**config.mk**
```make
export PLATFORM = sky130hd
export DESIGN_NAME = scoreboard_warp
export DESIGN_NICKNAME = d
export VERILOG_FILES = /design/src/rtl/scoreboard_warp.sv
export SDC_FILE = /design/constraint.sdc
export NUM_CORES = 1
export LEC_CHECK = 0
export CAP_MARGIN = 20
export CORE_MARGIN = 1
export CORE_UTILIZATION = 38
export DETAILED_ROUTE_END_ITERATION = 16
export DONT_BUFFER_PORTS = 1
export PLACE_DENSITY_LB_ADDON = 0.05
export SLEW_MARGIN = 20
export SYNTH_ARGS = -nofsm -noshare
export SYNTH_HDL_FRONTEND = slang
export SYNTH_SLANG_ARGS = --single-unit
```
**constraint.sdc**
```tcl
create_clock -name clk -period 1.5 [get_ports clk]
set_input_delay 0.3 -clock clk [delete_from_list [all_inputs] [get_ports clk]]
set_output_delay 0.3 -clock clk [all_outputs]
set_load 0.01 [all_outputs]
```
**src/rtl/scoreboard_warp.sv**
```systemverilog
// Four-entry issue scoreboard: tracks in-flight destinations and replayable memory ops,
// flags RAW/WAW and memory-ordering hazards for the instruction at the IBuffer head.
module scoreboard_warp (
  input  logic       clk,
  input  logic       rst,
  input  logic [4:0] Src1_IB_Scb,
  input  logic [4:0] Src2_IB_Scb,
  input  logic [4:0] Dst_IB_Scb,
  input  logic       Src1_Valid_IB_Scb,
  input  logic       Src2_Valid_IB_Scb,
  input  logic       Dst_Valid_IB_Scb,
  input  logic       RP_Grt_IB_Scb,
  input  logic       Replayable_IB_Scb,
  input  logic       Replay_Complete_IB_Scb,
  input  logic [1:0] Replay_Complete_ScbID_IB_Scb,
  input  logic       Replay_SW_LWbar_IB_Scb,
  input  logic       Clear_Valid_WB_Scb,
  input  logic [1:0] Clear_ScbID_WB_Scb,
  output logic       Full_Scb_IB,
  output logic       Empty_Scb_IB,
  output logic       Dependent_Scb_IB,
  output logic [1:0] ScbID_Scb_IB
);

  localparam int unsigned NUM_ENTRIES = 4;
  localparam int unsigned ID_W        = 2;
  localparam int unsigned REG_W       = 5;

  logic [NUM_ENTRIES-1:0] valid;
  logic [NUM_ENTRIES-1:0] dst_valid;
  logic [NUM_ENTRIES-1:0] replayable;
  logic [NUM_ENTRIES-1:0] complete;
  logic [REG_W-1:0]       dst [NUM_ENTRIES];

  logic [NUM_ENTRIES-1:0] rc_hit;
  logic [NUM_ENTRIES-1:0] wb_hit;
  logic [NUM_ENTRIES-1:0] alloc;
  logic [NUM_ENTRIES-1:0] free;
  logic [NUM_ENTRIES-1:0] complete_set;

  // Status outputs, all derived from registered state and current IB inputs
  always_comb begin
    Full_Scb_IB      = &valid;
    Empty_Scb_IB     = ~|valid;
    ScbID_Scb_IB     = '0;
    Dependent_Scb_IB = 1'b0;
    for (int i = int'(NUM_ENTRIES) - 1; i >= 0; i--) begin
      if (!valid[i]) ScbID_Scb_IB = ID_W'(i);
    end
    for (int i = 0; i < NUM_ENTRIES; i++) begin
      if (valid[i] && dst_valid[i] &&
          ((Src1_Valid_IB_Scb && (dst[i] == Src1_IB_Scb)) ||
           (Src2_Valid_IB_Scb && (dst[i] == Src2_IB_Scb)) ||
           (Dst_Valid_IB_Scb  && (dst[i] == Dst_IB_Scb))))
        Dependent_Scb_IB = 1'b1;
      if (Replayable_IB_Scb && valid[i] && replayable[i] && !complete[i])
        Dependent_Scb_IB = 1'b1;
    end
  end

  // Per-entry event decode; events naming an invalid entry are dropped here
  always_comb begin
    rc_hit = '0;
    wb_hit = '0;
    alloc  = '0;
    for (int i = 0; i < NUM_ENTRIES; i++) begin
      rc_hit[i] = Replay_Complete_IB_Scb && (Replay_Complete_ScbID_IB_Scb == ID_W'(i)) && valid[i];
      wb_hit[i] = Clear_Valid_WB_Scb && (Clear_ScbID_WB_Scb == ID_W'(i)) && valid[i];
      alloc[i]  = RP_Grt_IB_Scb && !Full_Scb_IB && (ScbID_Scb_IB == ID_W'(i));
    end
  end

  // A writeback frees only once the load data is complete, including a replay finishing this cycle
  assign complete_set = rc_hit & {NUM_ENTRIES{~Replay_SW_LWbar_IB_Scb}};
  assign free         = (rc_hit & {NUM_ENTRIES{Replay_SW_LWbar_IB_Scb}}) |
                        (wb_hit & (complete | complete_set));

  always_ff @(posedge clk or negedge rst) begin
    if (!rst) begin
      valid      <= '0;
      dst_valid  <= '0;
      replayable <= '0;
      complete   <= '0;
      for (int i = 0; i < NUM_ENTRIES; i++) dst[i] <= '0;
    end else begin
      for (int i = 0; i < NUM_ENTRIES; i++) begin
        if (alloc[i]) begin
          valid[i]      <= 1'b1;
          dst[i]        <= Dst_IB_Scb;
          dst_valid[i]  <= Dst_Valid_IB_Scb;
          replayable[i] <= Replayable_IB_Scb;
          complete[i]   <= ~Replayable_IB_Scb;
        end else begin
          if (free[i])         valid[i]    <= 1'b0;
          if (complete_set[i]) complete[i] <= 1'b1;
        end
      end
    end
  end

endmodule
```
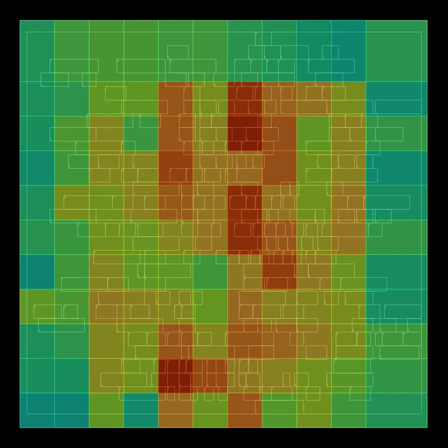
Figure 1: run 1, routing congestion.
met1 Use GR: 0.3027
Final Core Density: 0.4749
GRT Max-Usage Layer: met2
Routed WL per cell: 20.06 um

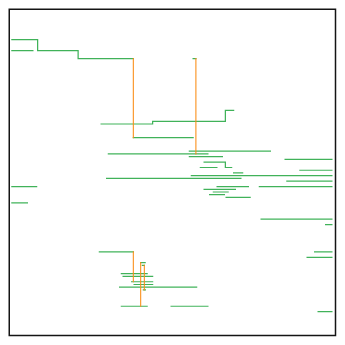
Figure 2: run 1, metal layers overlaid.
(4 px per um) Only two layers are drawn.
[M4] orange | wire length: 68.0 um
[M3] green | wire length: 419 um
WL final: 6440 um
via count: 1812
gr usage total: 0.2118

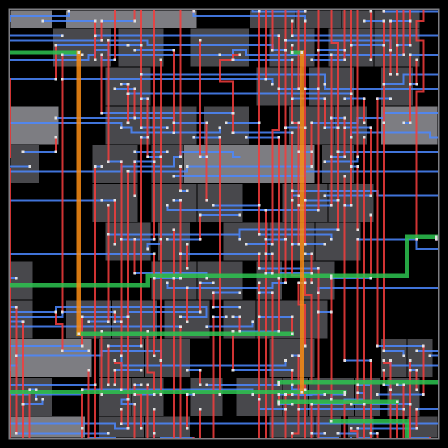
Figure 3: run 1, a small window of the routed layout.
Region (26, 42) to (56, 72) um. Cells in grey, sequential cells in the stronger grey; small squares are vias.
[M4] orange
[M1] blue
[M2] red
[M3] green
netlist names of flops here include: dst (3)
cells with their middle in the window: 59
most frequent: xnor2_1 (30), nand4_1 (10), nor3_1 (7)
sequential cells in the window: 3

==> results.txt, run 1 <==
status = finished with violations
failing checks = setup timing
area leader, netlist = dfrtp_1
Leak = 1.119 nW
Crit Path Class = reg2out
startpoint class of the critical path = flip-flop
fin cells = 321
number of port buffers = 0
H-tree levels = 2
Final Setup Violations = 10
Synth Seq Share = 0.3780
First DRT Iteration DRCs = 112
post-layout min period = 1.926 ns
Final Worst Setup Slack = -0.4261 ns
Die X = 81.20 um
Max Slew Vio Count = 0
Root Driver = clkbuf_8
number of synthesis warnings = 0
CTS tree = done
FF-to-FF path depth = 6
Chip Area, Yosys = 2384 um2
Inserted Diodes = 0
Cell variety after synth = 36
setup TNS = -1.300 ns
relative slew slack = 0.7877
Worst Setup SP = valid[3]
Commonest flop = dfrtp_1
CP Cell Sequence = buf_4, buf_6, nand3_1, nor3_1, nor4_1, nand4_1
commonest cells in the synthesized netlist = xnor2_1, dfrtp_1, mux2_2
worst r2r src = valid[0]
arrival time at the worst endpoint = 1.63 ns
HPWL after detailed placement = 4760 um
Cell area leaders = dfrtp_1, xnor2_1, mux2_2
Power Dens Cells = 2028 nW/um2
HP Class = in2reg
FMAX = 519.2 MHz
die height = 81.20 um
#FFs+latches synth = 36
syn avg cell area = 10.50 um2
WP data required = 1.20 ns
R2R Path End = replayable[3]
maximum clock insertion buffer count = 2
Clock Skews = 0.006308 ns
layout overhead on the synthesized area = 19.37%
pin count of the biggest net entering global routing = 37
grt total ovfl = 0
Setup crit end kind = primary output
synthesized area = 2384 um2
antenna violations before repair = 0
dpl ws = -0.09875 ns
Worst-Margin Slew = 0.3169 ns
fill count = 564
DRT antenna net count = 0
Worst Setup EP = Dependent_Scb_IB
top-level port count = 34
register clock-pin slew on the reported worst setup and hold paths = 0.07 ns
CP max-delay cell = dfrtp_1
DIE AREA = 6593 um2
Max Cap Viol = 0
Yosys top cell by instances = xnor2_1
First-pass DRT Iterations = 4
unrepaired setup endpoints after global routing = true
Initial Utilization = 0.3979
worst skew pair latency = 0.29 ns
Dominant cell area share = 0.3780
asr flop ratio synth = 1.000
vias in the first global route = 1835
placed cells = 306
Core ar. = 5991 um2
layout cell share with drive strength beyond 1 = 0.3171
CTS Sinks = 36
Reg2Reg Setup Slack = -0.10 ns
tool warning count = 29
first-pass GRT wire length = 10030 um
Max Fanout on Critical Path = 6
Placer Congestion = 0.8534
fin crit share = 1.284
Floorplan Nets = 256
DR DRC count = 0
# Cells Yosys = 227
Num CTS Buffers = 5
worst vdd ir = 0.0007408 V
vias per inst = 5.645
Cells after Synth = 227
num rows = 28
Overall Power = 5.769 mW
final hold vios = 0
flip-flops with a built-in enable = 0
slowest cell delay on critical path = 0.41 ns
fin nets = 274
[run 1: kinds of logic after synthesis]
kind of cell           count (synthesis)  share of synthesized area
AND-OR/OR-AND                         16                    0.04305
AND/OR/NAND/NOR                       64                     0.1585
multiplexers                          32                     0.1601
buffers and inverters                 19                    0.03989
XOR/XNOR                              60                     0.2205
flip-flops                            36                     0.3780
[run 1: through the flow]
| step | utilization | instance area (um2) | hold WS (ns) |
|---|---|---|---|
| 3_5_place_dp | 0.4273 | 2560 | 0.005789 |
| 5_1_grt | 0.4749 | 2845 | 0.08303 |
| 6_report | 0.4749 | 2845 | 0.09515 |
| 3_3_place_gp | 0.4273 | 2560 | 0.005723 |
| 4_1_cts | 0.4695 | 2813 | 0.08733 |
| 2_1_floorplan | - | 2384 | 0.004409 |
[run 1: cells in the final DEF (no fill, tap or decap), types with 2 or more instances in the layout]
cell type,count
a31oi_1,4
a41oi_1,2
buf_12,3
buf_4,16
buf_6,7
clkbuf_8,6
dfrtp_1,31
dfrtp_2,5
inv_1,2
mux2_2,21
mux2_4,7
mux2i_1,4
nand2_1,5
nand2b_1,2
nand3_1,13
nand3b_1,3
nand4_1,12
nor2_4,2
nor2b_1,2
nor3_1,12
nor4_1,2
o21ai_0,5
xnor2_1,45
xor2_1,15
[run 1: worst max-delay path: cells and delay by family, from the launching register on]
family	cells	cell delay [ns]
DFF	1	0.41
buffers and inverters	2	0.28
and+or+nand+nor	4	0.65
[run 1: area by class of cell]
class / count / area (um2) / share of cell area
repair buffers: 28 / 296.5 / 0.1042
multi-input cells: 172 / 1446 / 0.5084
flip-flops and latches: 36 / 907.1 / 0.3188
well taps: 75 / 93.84 / 0.03298
inverters: 2 / 7.507 / 0.002639
clock buffers: 7 / 86.33 / 0.03034
clock inverters: 1 / 7.507 / 0.002639
[run 1: sequential cells by signal, summed over array words and instances, names as in the netlist]
| signal | flops |
|---|---|
| complete | 4 |
| dst | 20 |
| dst_valid | 4 |
| replayable | 4 |
| valid | 4 |
[run 1: what timing repair did]
item / CTS / global route
endpoints found under the setup margin: 11 / 30
pin swaps: 2 / 2
hold buffers: 2 / 0
buffers inserted: 3 / 2
gates cloned: 1 / 0
hold endpoints to repair: 36 / 0
gates resized: 22 / 8
[run 1: report_power, final]
part           internal (mW)  total, mW  leakage (nW)  switching [mW]
clock                  0.374      0.751        0.0445           0.377
sequential              1.48       2.12         0.419           0.641
combinational           1.70       2.90         0.656            1.19
total                   3.56       5.77          1.12            2.21
[run 1: metal layers]
metal / global-route usage / wire [um] / part of all wire
met5: 0 / 0 / 0
met4: 0.04821 / 68 / 0.011
met3: 0.04719 / 419 / 0.065
met2: 0.3235 / 2933 / 0.46
met1: 0.3027 / 3019 / 0.47
[run 1: how the worst min path moves through the flow]
stage | slack (ns) | cells after the start | start | to
global route | 0.08 | 1 | Replayable_IB_Scb | complete[2]
detailed placement | 0.006 | 0 | rst | valid[0]
CTS | 0.09 | 1 | Replayable_IB_Scb | complete[2]
floorplan | 0.004 | 0 | rst | complete[0]
global placement | 0.006 | 0 | rst | valid[0]
finish | 0.1 | 1 | Replayable_IB_Scb | complete[1]
--- run 2 (diff from run 1) ---
Settings changed: CELL_PAD_IN_SITES_DETAIL_PLACEMENT set to 0, CELL_PAD_IN_SITES_GLOBAL_PLACEMENT set to 1.
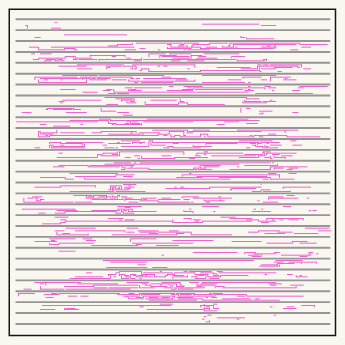
Figure 4: run 2, met1 routing.
(4 px per um) Supply wires on this layer in grey.
nets with wire on the layer: 260
wire length on this layer: 3260 um
WL final: 6717 um
via count: 1776
met1 Use GR: 0.3227

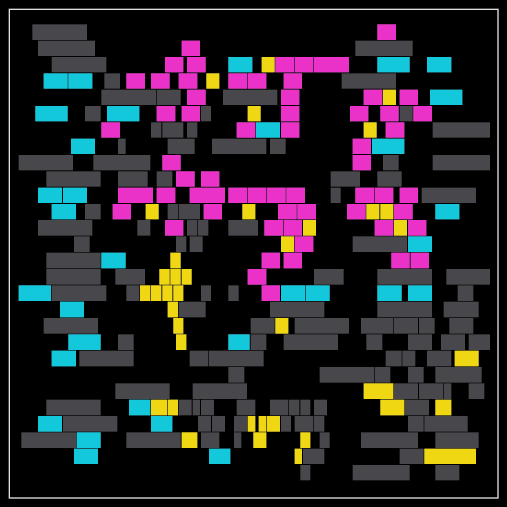
Figure 5: run 2, gate families picked out.
(6 px per um)
[nand cells] yellow | cells: 38 | most used: nand3_1
[xor and xnor cells] magenta | cells: 60 | most used: xnor2_1
[mux cells] cyan | cells: 32 | most used: mux2_2 | where: spread over the die
most instantiated logic cell after routing: xnor2_1
multi-input logic portion of the cell area: 0.5135
fin cells: 325

==> run 2 against run 1 <==
The flow still finishes with violations (setup timing). Sequential share of layout area decreased by 0.75 points. Final cell count increased by 1.2%. Via count is 2.0% lower. Synthesized cell count unchanged. Total power up 2.0%. Count of clock-buffer cells in the layout down 1. Flip-flop count stayed put. Clock skew down 0.0028 ns. Fmax is 1.1% lower. Non-clock buffer count is 5 higher. Critical endpoint unchanged.
==> results.txt, run 2 <==
syn avg cell area = 10.50 um2 (unchanged)
dpl ws = -0.1631 ns (was -0.09875 ns)
Max Fanout on Critical Path = 3 (was 6)
FMAX = 513.6 MHz (was 519.2 MHz)
Routed WL per cell = 20.67 um (was 20.06 um)
CTS Sinks = 36 (unchanged)
area leader, netlist = dfrtp_1 (unchanged)
final hold vios = 0 (unchanged)
DRT antenna net count = 0 (unchanged)
Cell variety after synth = 36 (unchanged)
DIE AREA = 6593 um2 (unchanged)
Power Dens Cells = 2013 nW/um2 (was 2028 nW/um2)
Initial Utilization = 0.3979 (unchanged)
number of synthesis warnings = 0 (unchanged)
flip-flops with a built-in enable = 0 (unchanged)
Setup crit end kind = primary output (unchanged)
First DRT Iteration DRCs = 120 (was 112)
post-layout min period = 1.947 ns (was 1.926 ns)
Floorplan Nets = 256 (unchanged)
Worst-Margin Slew = 0.2983 ns (was 0.3169 ns)
Inserted Diodes = 0 (unchanged)
Core ar. = 5991 um2 (unchanged)
largest reg by FF count = dst (unchanged)
commonest cells in the synthesized netlist = xnor2_1, dfrtp_1, mux2_2 (unchanged)
worst vdd ir = 0.001038 V (was 0.0007408 V)
maximum clock insertion buffer count = 2 (unchanged)
register clock-pin slew on the reported worst setup and hold paths = 0.07 ns (about the same)
failing checks = setup timing (unchanged)
Clock Skews = 0.003509 ns (was 0.006308 ns)
slowest cell delay on critical path = 0.41 ns (about the same)
vias in the first global route = 1859 (was 1835)
DR DRC count = 0 (unchanged)
synthesized area = 2384 um2 (unchanged)
Placer Congestion = 0.8865 (was 0.8534)
Hold WS = 0.1033 ns (was 0.09515 ns)
fin crit share = 1.298 (was 1.284)
WP data required = 1.20 ns (about the same)
CTS tree = done (unchanged)
most frequent logic cells in the routed design = xnor2_1, dfrtp_1, mux2_2, buf_4, xor2_1 (unchanged)
top-level port count = 34 (unchanged)
arrival time at the worst endpoint = 1.65 ns (was 1.63 ns)
Commonest flop = dfrtp_1 (unchanged)
max FFs per register = 20 (unchanged)
First-pass DRT Iterations = 4 (unchanged)
fill count = 561 (was 564)
Num CTS Buffers = 5 (unchanged)
CP max-delay cell = dfrtp_1 (unchanged)
relative slew slack = 0.7985 (was 0.7877)
status = finished with violations (unchanged)
HP Class = in2reg (unchanged)
tool warning count = 29 (unchanged)
layout overhead on the synthesized area = 22.57% (was 19.37%)
pin count of the biggest net entering global routing = 37 (unchanged)
Synth Seq Share = 0.3780 (unchanged)
Max Cap Viol = 0 (unchanged)
CP Cell Sequence = xnor2_1, nand4_1, nor3_2, nor4_2, nand4_1 (was buf_4, buf_6, nand3_1, nor3_1, nor4_1, nand4_1)
die height = 81.20 um (unchanged)
asr flop ratio synth = 1.000 (unchanged)
Cell area leaders = dfrtp_1, xnor2_1, mux2_2 (unchanged)
HPWL after detailed placement = 4925 um (was 4760 um)
# Cells Yosys = 227 (unchanged)
Chip Area, Yosys = 2384 um2 (unchanged)
Die X = 81.20 um (unchanged)
vias per inst = 5.465 (was 5.645)
Yosys top cell by instances = xnor2_1 (unchanged)
Root Driver = clkbuf_8 (unchanged)
Final Worst Setup Slack = -0.4472 ns (was -0.4261 ns)
Final Setup Violations = 20 (was 10)
Leak = 1.169 nW (was 1.119 nW)
Dominant cell area share = 0.3780 (unchanged)
Overall Power = 5.883 mW (was 5.769 mW)
Crit Path Class = reg2out (unchanged)
unrepaired setup endpoints after global routing = true (unchanged)
gr usage total = 0.2215 (was 0.2118)
num rows = 28 (unchanged)
worst skew pair latency = 0.28 ns (was 0.29 ns)
layout cell share with drive strength beyond 1 = 0.3640 (was 0.3171)
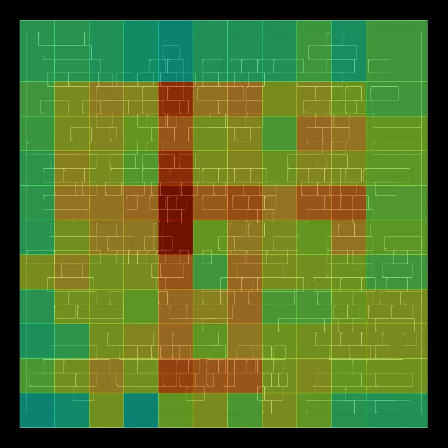
Figure 6: run 2, routing congestion.
Final Core Density: 0.4877
grt met2 use: 0.3311

## run 2: where the power goes
part           switching, mW  internal, mW  total [mW]
sequential             0.644          1.49        2.13
clock                  0.334         0.316       0.650
combinational           1.26          1.84        3.10
## run 2: cell families (layout without fill, tap and decap cells)
| group | after synthesis | in the layout | synth area share |
|---|---|---|---|
| and+or+nand+nor | 64 | 64 | 0.1585 |
| xor gates and xnor gates | 60 | 60 | 0.2205 |
| DFF | 36 | 36 | 0.3780 |
| muxes | 32 | 32 | 0.1601 |
| buffers and inverters | 19 | 42 | 0.03989 |
| AOI/OAI and AO/OA | 16 | 16 | 0.04305 |
## run 2: repair_timing
item,4_1_cts,5_1_grt
hold endpoints to repair,36,0
endpoints found under the setup margin,14,27
hold buffers,2,0
pin swaps,7,7
buffers inserted,6,2
gates cloned,0,0
gates resized,33,8
## run 2: final timing paths
check                      slack (ns)               from  cells after the start                to
max                             -0.45            dst[16]                      5  Dependent_Scb_IB
min                              0.10  Replayable_IB_Scb                      1       complete[3]
max reg2reg                     -0.18           valid[1]                      6     replayable[3]
min reg2reg                      0.54      replayable[1]                      1     replayable[1]
max in group asynchronous        0.81                rst                      2           dst[12]
min in group asynchronous        0.48                rst                      2           dst[18]
## run 2: stage by stage
stage / instances / TNS [ns] / utilization / instance area [um2]
2_1_floorplan: 227 / -0.003200 / - / 2384
3_3_place_gp: 308 / -1.213 / 0.4319 / 2587
3_5_place_dp: 308 / -1.279 / 0.4319 / 2587
4_1_cts: 323 / -2.068 / 0.4802 / 2877
5_1_grt: 325 / -3.395 / 0.4877 / 2922
6_report: 325 / -2.542 / 0.4877 / 2922
## run 2: per-layer routing
layer | GRT usage | share of wire | vias to the layer above
met5 | 0 | 0 | -
met2 | 0.3311 | 0.43 | 49
met3 | 0.04831 | 0.067 | 6
met4 | 0.05179 | 0.013 | 0
met1 | 0.3227 | 0.49 | 871
li1 | - | - | 850
## run 2: critical path: cells and delay by family, from the launching register on
kind	cells	cell delay, ns
xor gates and xnor gates	1	0.26
DFF	1	0.41
and+or+nand+nor	4	0.69
## run 2: cell type report
| type | count | area (um2) | share of cell area |
|---|---|---|---|
| timing repair buffer | 33 | 332.8 | 0.1139 |
| sequential | 36 | 909.6 | 0.3113 |
| clock inverter | 1 | 5.005 | 0.001713 |
| tap | 75 | 93.84 | 0.03212 |
| clock buffer | 6 | 72.57 | 0.02484 |
| inverter | 2 | 7.507 | 0.002570 |
| multi-input combinational | 172 | 1500 | 0.5135 |
Power is estimated from default activity; no workload was simulated.
